**src/rtl/multicycle_control_pkg.sv**
```systemverilog
// rtl/multicycle_control_pkg.sv - shared types and constants for the multicycle control FSM
//
// Contents:
//   state_e      - FSM state encoding (also exported on the debug state port)
//   OP_*         - supported major opcodes
//   ALU_*        - main-ALU operation codes, shared with the execute stage
//   op_supported - true when an opcode belongs to the supported instruction set

package multicycle_control_pkg;

  typedef enum logic [2:0] {
    IDLE   = 3'd0,
    FETCH  = 3'd1,
    DECODE = 3'd2,
    EXEC   = 3'd3,
    MEM    = 3'd4,
    WB     = 3'd5
  } state_e;

  localparam logic [6:0] OP_R   = 7'b0110011;
  localparam logic [6:0] OP_LD  = 7'b0000011;
  localparam logic [6:0] OP_SD  = 7'b0100011;
  localparam logic [6:0] OP_BEQ = 7'b1100011;

  localparam logic [3:0] ALU_ADD = 4'b0000;
  localparam logic [3:0] ALU_SLL = 4'b0001;
  localparam logic [3:0] ALU_SUB = 4'b0010;
  localparam logic [3:0] ALU_AND = 4'b0011;
  localparam logic [3:0] ALU_OR  = 4'b0100;

  function automatic logic op_supported(input logic [6:0] op);
    return (op == OP_R) || (op == OP_LD) || (op == OP_SD) || (op == OP_BEQ);
  endfunction

endpackage

```
**src/rtl/multicycle_control_alu_decoder.sv**
```systemverilog
// rtl/multicycle_control_alu_decoder.sv - combinational main-ALU operation decoder
//
// Ports:
//   opcode_i      in  7  latched opcode
//   funct3_i      in  3  latched funct3
//   funct7b5_i    in  1  latched funct7 bit 5
//   alu_control_o out 4  ALU operation code
//   illegal_o     out 1  opcode unsupported, or R-type funct combination unsupported

module alu_decoder
  import multicycle_control_pkg::*;
(
  input  logic [6:0] opcode_i,
  input  logic [2:0] funct3_i,
  input  logic       funct7b5_i,
  output logic [3:0] alu_control_o,
  output logic       illegal_o
);

  always_comb begin
    alu_control_o = ALU_ADD;
    illegal_o     = 1'b0;
    case (opcode_i)
      OP_LD, OP_SD: alu_control_o = ALU_ADD;   // address = rs1 + imm
      OP_BEQ:       alu_control_o = ALU_SUB;   // equality via zero flag of rs1 - rs2
      OP_R: begin
        case (funct3_i)
          3'b000:  alu_control_o = funct7b5_i ? ALU_SUB : ALU_ADD;
          3'b001:  alu_control_o = ALU_SLL;
          3'b111:  alu_control_o = ALU_AND;
          3'b110:  alu_control_o = ALU_OR;
          default: illegal_o     = 1'b1;
        endcase
      end
      default: illegal_o = 1'b1;
    endcase
  end

endmodule

```
**src/rtl/multicycle_control.sv**
```systemverilog
// rtl/multicycle_control.sv - multicycle CPU control FSM (fetch/decode/execute/memory/writeback)
//
// Ports:
//   clk, rst_n            clock (rising edge), asynchronous active-low reset
//   instr[31:0]           instruction word, captured in FETCH when imem_valid
//   imem_valid            instruction memory returned instr this cycle
//   dmem_ready            data-memory access complete (only looked at in MEM)
//   zero                  main-ALU zero flag (drives Branch for BEQ in EXEC)
//   imem_req, ir_load     fetch request / instruction-register load
//   pc_write, Branch      PC update strobe / next-PC mux select
//   alu_src               1 = immediate operand, 0 = rd2
//   mem_read, mem_write   data-memory strobes
//   reg_write, mem_to_reg register-file write / writeback source select
//   illegal_instr         one-cycle pulse for an unsupported instruction
//   alu_control_signal    main-ALU operation
//   state[2:0]            current FSM state (debug)

module multicycle_control
  import multicycle_control_pkg::*;
(
  input  logic        clk,
  input  logic        rst_n,
  input  logic [31:0] instr,
  input  logic        imem_valid,
  input  logic        dmem_ready,
  input  logic        zero,
  output logic        imem_req,
  output logic        ir_load,
  output logic        pc_write,
  output logic        Branch,
  output logic        alu_src,
  output logic        mem_read,
  output logic        mem_write,
  output logic        reg_write,
  output logic        mem_to_reg,
  output logic        illegal_instr,
  output logic [3:0]  alu_control_signal,
  output logic [2:0]  state
);

  state_e     state_q, state_d;
  logic [6:0] opcode_q, opcode_d;
  logic [2:0] funct3_q, funct3_d;
  logic       f7b5_q, f7b5_d;

  logic [3:0] dec_alu;
  logic       dec_illegal;
  logic       is_r, is_ld, is_sd, is_beq, op_ok;

  // Register, immediate and remaining funct7 bits belong to the datapath.
  logic unused_instr_bits;
  assign unused_instr_bits = ^{instr[31], instr[29:15], instr[11:7]};

  alu_decoder u_alu_decoder (
    .opcode_i      (opcode_q),
    .funct3_i      (funct3_q),
    .funct7b5_i    (f7b5_q),
    .alu_control_o (dec_alu),
    .illegal_o     (dec_illegal)
  );

  assign is_r   = (opcode_q == OP_R);
  assign is_ld  = (opcode_q == OP_LD);
  assign is_sd  = (opcode_q == OP_SD);
  assign is_beq = (opcode_q == OP_BEQ);
  assign op_ok  = op_supported(opcode_q);

  always_comb begin
    state_d  = state_q;
    opcode_d = opcode_q;
    funct3_d = funct3_q;
    f7b5_d   = f7b5_q;
    case (state_q)
      IDLE:  state_d = FETCH;
      FETCH: begin
        if (imem_valid) begin
          state_d  = DECODE;
          opcode_d = instr[6:0];
          funct3_d = instr[14:12];
          f7b5_d   = instr[30];
        end
      end
      // Unsupported opcodes retire here as a nop without visiting EXEC.
      DECODE: state_d = op_ok ? EXEC : FETCH;
      EXEC: begin
        if (is_r)               state_d = dec_illegal ? FETCH : WB;
        else if (is_ld || is_sd) state_d = MEM;
        else                     state_d = FETCH;
      end
      MEM: begin
        if (dmem_ready) state_d = is_ld ? WB : FETCH;
      end
      WB:      state_d = FETCH;
      default: state_d = IDLE;
    endcase
  end

  always_ff @(posedge clk or negedge rst_n) begin
    if (!rst_n) begin
      state_q  <= IDLE;
      opcode_q <= 7'd0;
      funct3_q <= 3'd0;
      f7b5_q   <= 1'b0;
    end else begin
      state_q  <= state_d;
      opcode_q <= opcode_d;
      funct3_q <= funct3_d;
      f7b5_q   <= f7b5_d;
    end
  end

  // Outputs are a pure decode of the current state and latched fields, so an
  // asynchronous reset to IDLE silences all of them in the same instant.
  always_comb begin
    imem_req           = 1'b0;
    ir_load            = 1'b0;
    pc_write           = 1'b0;
    Branch             = 1'b0;
    alu_src            = 1'b0;
    mem_read           = 1'b0;
    mem_write          = 1'b0;
    reg_write          = 1'b0;
    mem_to_reg         = 1'b0;
    illegal_instr      = 1'b0;
    alu_control_signal = ALU_ADD;
    case (state_q)
      FETCH: begin
        imem_req = 1'b1;
        ir_load  = imem_valid;
      end
      DECODE: begin
        if (!op_ok) begin
          illegal_instr = 1'b1;
          pc_write      = 1'b1;
        end
      end
      EXEC: begin
        if (is_r) begin
          if (dec_illegal) begin
            illegal_instr = 1'b1;
            pc_write      = 1'b1;
          end else begin
            alu_control_signal = dec_alu;
          end
        end else if (is_ld || is_sd) begin
          alu_src            = 1'b1;
          alu_control_signal = dec_alu;
        end else if (is_beq) begin
          alu_control_signal = dec_alu;
          pc_write           = 1'b1;
          Branch             = zero;
        end
      end
      MEM: begin
        mem_read  = is_ld;
        mem_write = is_sd;
        pc_write  = is_sd && dmem_ready;   // a store retires in MEM
      end
      WB: begin
        reg_write  = 1'b1;
        pc_write   = 1'b1;
        mem_to_reg = is_ld;
      end
      default: ;
    endcase
  end

  assign state = state_q;

endmodule

```
**config.mk**
```make
export PLATFORM = sky130hd
export DESIGN_NAME = multicycle_control
export DESIGN_NICKNAME = d
export VERILOG_FILES = /design/src/rtl/multicycle_control_pkg.sv /design/src/rtl/multicycle_control_alu_decoder.sv /design/src/rtl/multicycle_control.sv
export SDC_FILE = /design/constraint.sdc
export NUM_CORES = 1
export LEC_CHECK = 0
export ABC_AREA = 1
export CAP_MARGIN = 20
export CORE_UTILIZATION = 28
export DETAILED_ROUTE_END_ITERATION = 10
export GPL_ROUTABILITY_DRIVEN = 0
export PLACE_DENSITY = 0.72
export RECOVER_POWER = 100
export SYNTH_ARGS = -nofsm -noshare
export SYNTH_HDL_FRONTEND = slang
export SYNTH_SLANG_ARGS = --single-unit
```
**constraint.sdc**
```tcl
create_clock -name clk -period 1.6 [get_ports clk]
set_clock_uncertainty 0.1 [all_clocks]
set_input_delay 0.16 -clock clk [delete_from_list [all_inputs] [get_ports clk]]
set_output_delay 0.16 -clock clk [all_outputs]
set_load 0.02 [all_outputs]
```
Figure 1. Signal wires on met1.
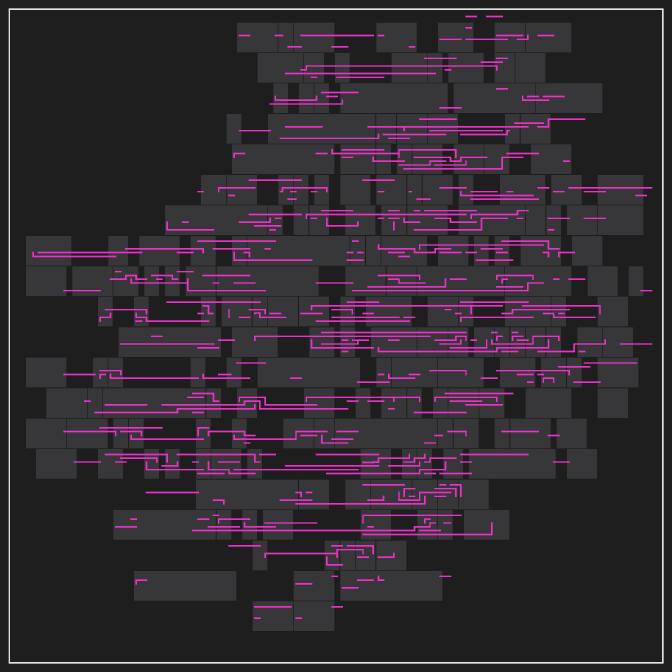
main direction: horizontal
wire length on this layer: 1130 microns
Via Count: 1065
met1 Use GR: 20.42%

Figure 2. Metal 2.
Bar = 20 microns.
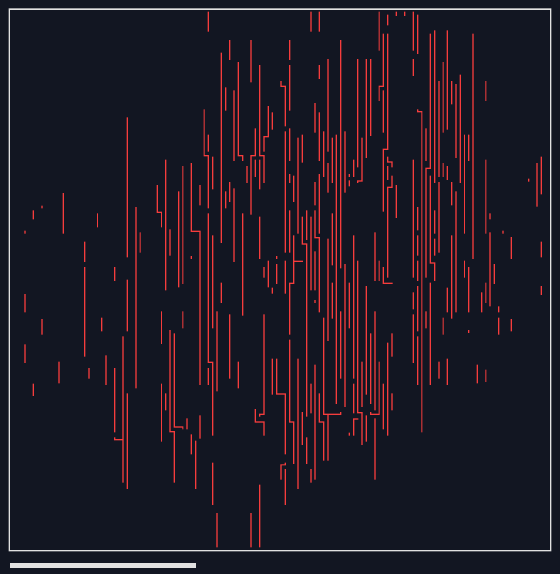
share of all routed wire: 52%
wire length on this layer: 1370 microns
longest straight run: 34.5 microns
main direction: vertical

==> results_slide.txt <==
Key Metrics from the Run

Timing
  • Slew @ Worst Pin: 757.2 ps
  • Final setup viols: 12
  • Fin Hold WS: 311.1 ps
  • Max-slew violations: 0
  • PnR worst setup slack: -174.0 ps
  • Final Cycle Share: 110.9%
  • Max frequency: 563.7 MHz
  • Final Hold Fails: 0
  • Final setup TNS: -1083 ps
  • RSZ-0062 raised after global routing: yes
  • Post-route minimum period: 1774 ps

Setup path
  • CP arrival: 1510 ps
  • Stages on worst setup path: 7
  • Critical path class: reg -> out
  • Slowest library cell on the worst path: dfrtp_1
  • R2r setup slk: -20 ps
  • CP bufs+invs: 3
  • Startpoint Class: flip-flop
  • Setup crit end: pc_write
  • WP data required: 1340 ps
  • Crit-path cells: nor2_2 > nand2_4 > inv_4 > buf_6 > nand4_1 > nand4_1 > buf_4
  • CP Max Fanout: 4
  • Crit. End Element: output pin
  • CP dominant cell by count: nand4_1
  • Critical path origin: opcode_q[2]$_DFFE_PN0P_
  • Crit path max-delay family: simple AND/OR/NAND/NOR gates

Clock tree
  • Maximum root-to-sink buffer count: 2
  • Max H-tree Level: 1
  • Post-CTS resize count: 94
  • CTS Hold Bufs: 0
  • CTS root buf: clkbuf_4
  • Postcts setup bufs: 3
  • Sink Count: 14
  • CTS Buf Count: 3

Pwr
  • Logic power comb: 1.58 mW
  • Clk pwr share: 8.3%
  • Pwr Density: 1508 nW/um^2
  • Sw Ratio: 46.23%
  • Internal Power: 1.335 mW
  • Sequential share of power: 27.9%
  • Total chip power: 2.482 mW
  • Sequential group power: 0.692 mW
  • P_clk: 0.206 mW

Synth
  • Syn nets: 164
  • Post-Synthesis Cells: 127
  • Cells in synth_stat.txt: 127
  • Ys flops: 14
  • Yosys warns: 0
  • Top comb family, area: simple AND/OR/NAND/NOR gates
  • Aoi share: 6.931%
  • Mux frac, synth: 0%
  • Adder Area Share: 0%
  • Avg Inst Size Synth: 6.965 sq um
  • Mapped cell area: 884.6 sq um

Layout
  • Largest area class, layout: multi-input combinational cells
  • Util after Layout: 54.34%
  • Finished Layout Cells: 239
  • CLK BUF: 4
  • Seq/total area: 21.44%
  • Final instance area: 1645 sq um
  • # nets final: 233
  • Flops: 14
  • Clock-cell share of area: 1.597%
  • Comb gates: 93
  • Comb gate area: 583.1 sq um
  • Logic share of the area: 35.44%
  • Diode count: 0

Placed design
  • Post-DP HPWL: 1753 microns
  • Dpl cell area: 1470 sq um
  • DP Worst Slack: -331.0 ps
  • IO buf count: 31

Drt
  • Drt total wl: 2644 microns
  • DRC: 0
  • DR vias/cell: 4.456
  • DR pass1 iterations: 4
  • Antenna viol nets, final: 0
  • DRT iter0 DRCs: 30

Global routing
  • Initial antenna violation count: 0
  • Global-route wire length before repair: 4002 microns
  • GRT overflow: 0
  • Busiest grt layer: met2
  • GR Util met3: 2.009%

Flow run
  • Tool warnings: 50

Die
  • N_taps: 44
  • Initial Util: 29.21%
  • Chip height: 58.21 microns
  • Die X: 58.21 microns
  • IO Count: 54

Worst hold path
  • Hold path depth: 3

Run status
  • Failing checks: setup timing
  • Outcome: finished with violations
==> synth_stat cells, drive strengths merged <==
library cell  instances  share of area [%]
nand2                50                 23
inv                  18                7.9
dfrtp                14                 40
nor2                 14                8.6
nor3                  7                4.5
a21oi                 6                3.4
nand3                 5                2.8
o21ai                 5                2.8
buf                   2                2.1
nand4                 2                1.4
nor4                  2                2.1
a31oi                 1               0.71
conb                  1               0.42
==> registers in the layout, summed over array words and instances (netlist names) <==
signal and count:
opcode_q 7, funct3_q 3, state 3, f7b5_q 1
==> per-layer routing <==
layer / vias to the layer above / routed length, microns / share of wire, %
li1: 536 / - / -
met1: 489 / 1129 / 43
met2: 38 / 1366 / 52
met3: 2 / 132 / 5.0
met4: 0 / 14 / 0.53
met5: - / 0 / 0
Power and IR drop assume default switching activity.
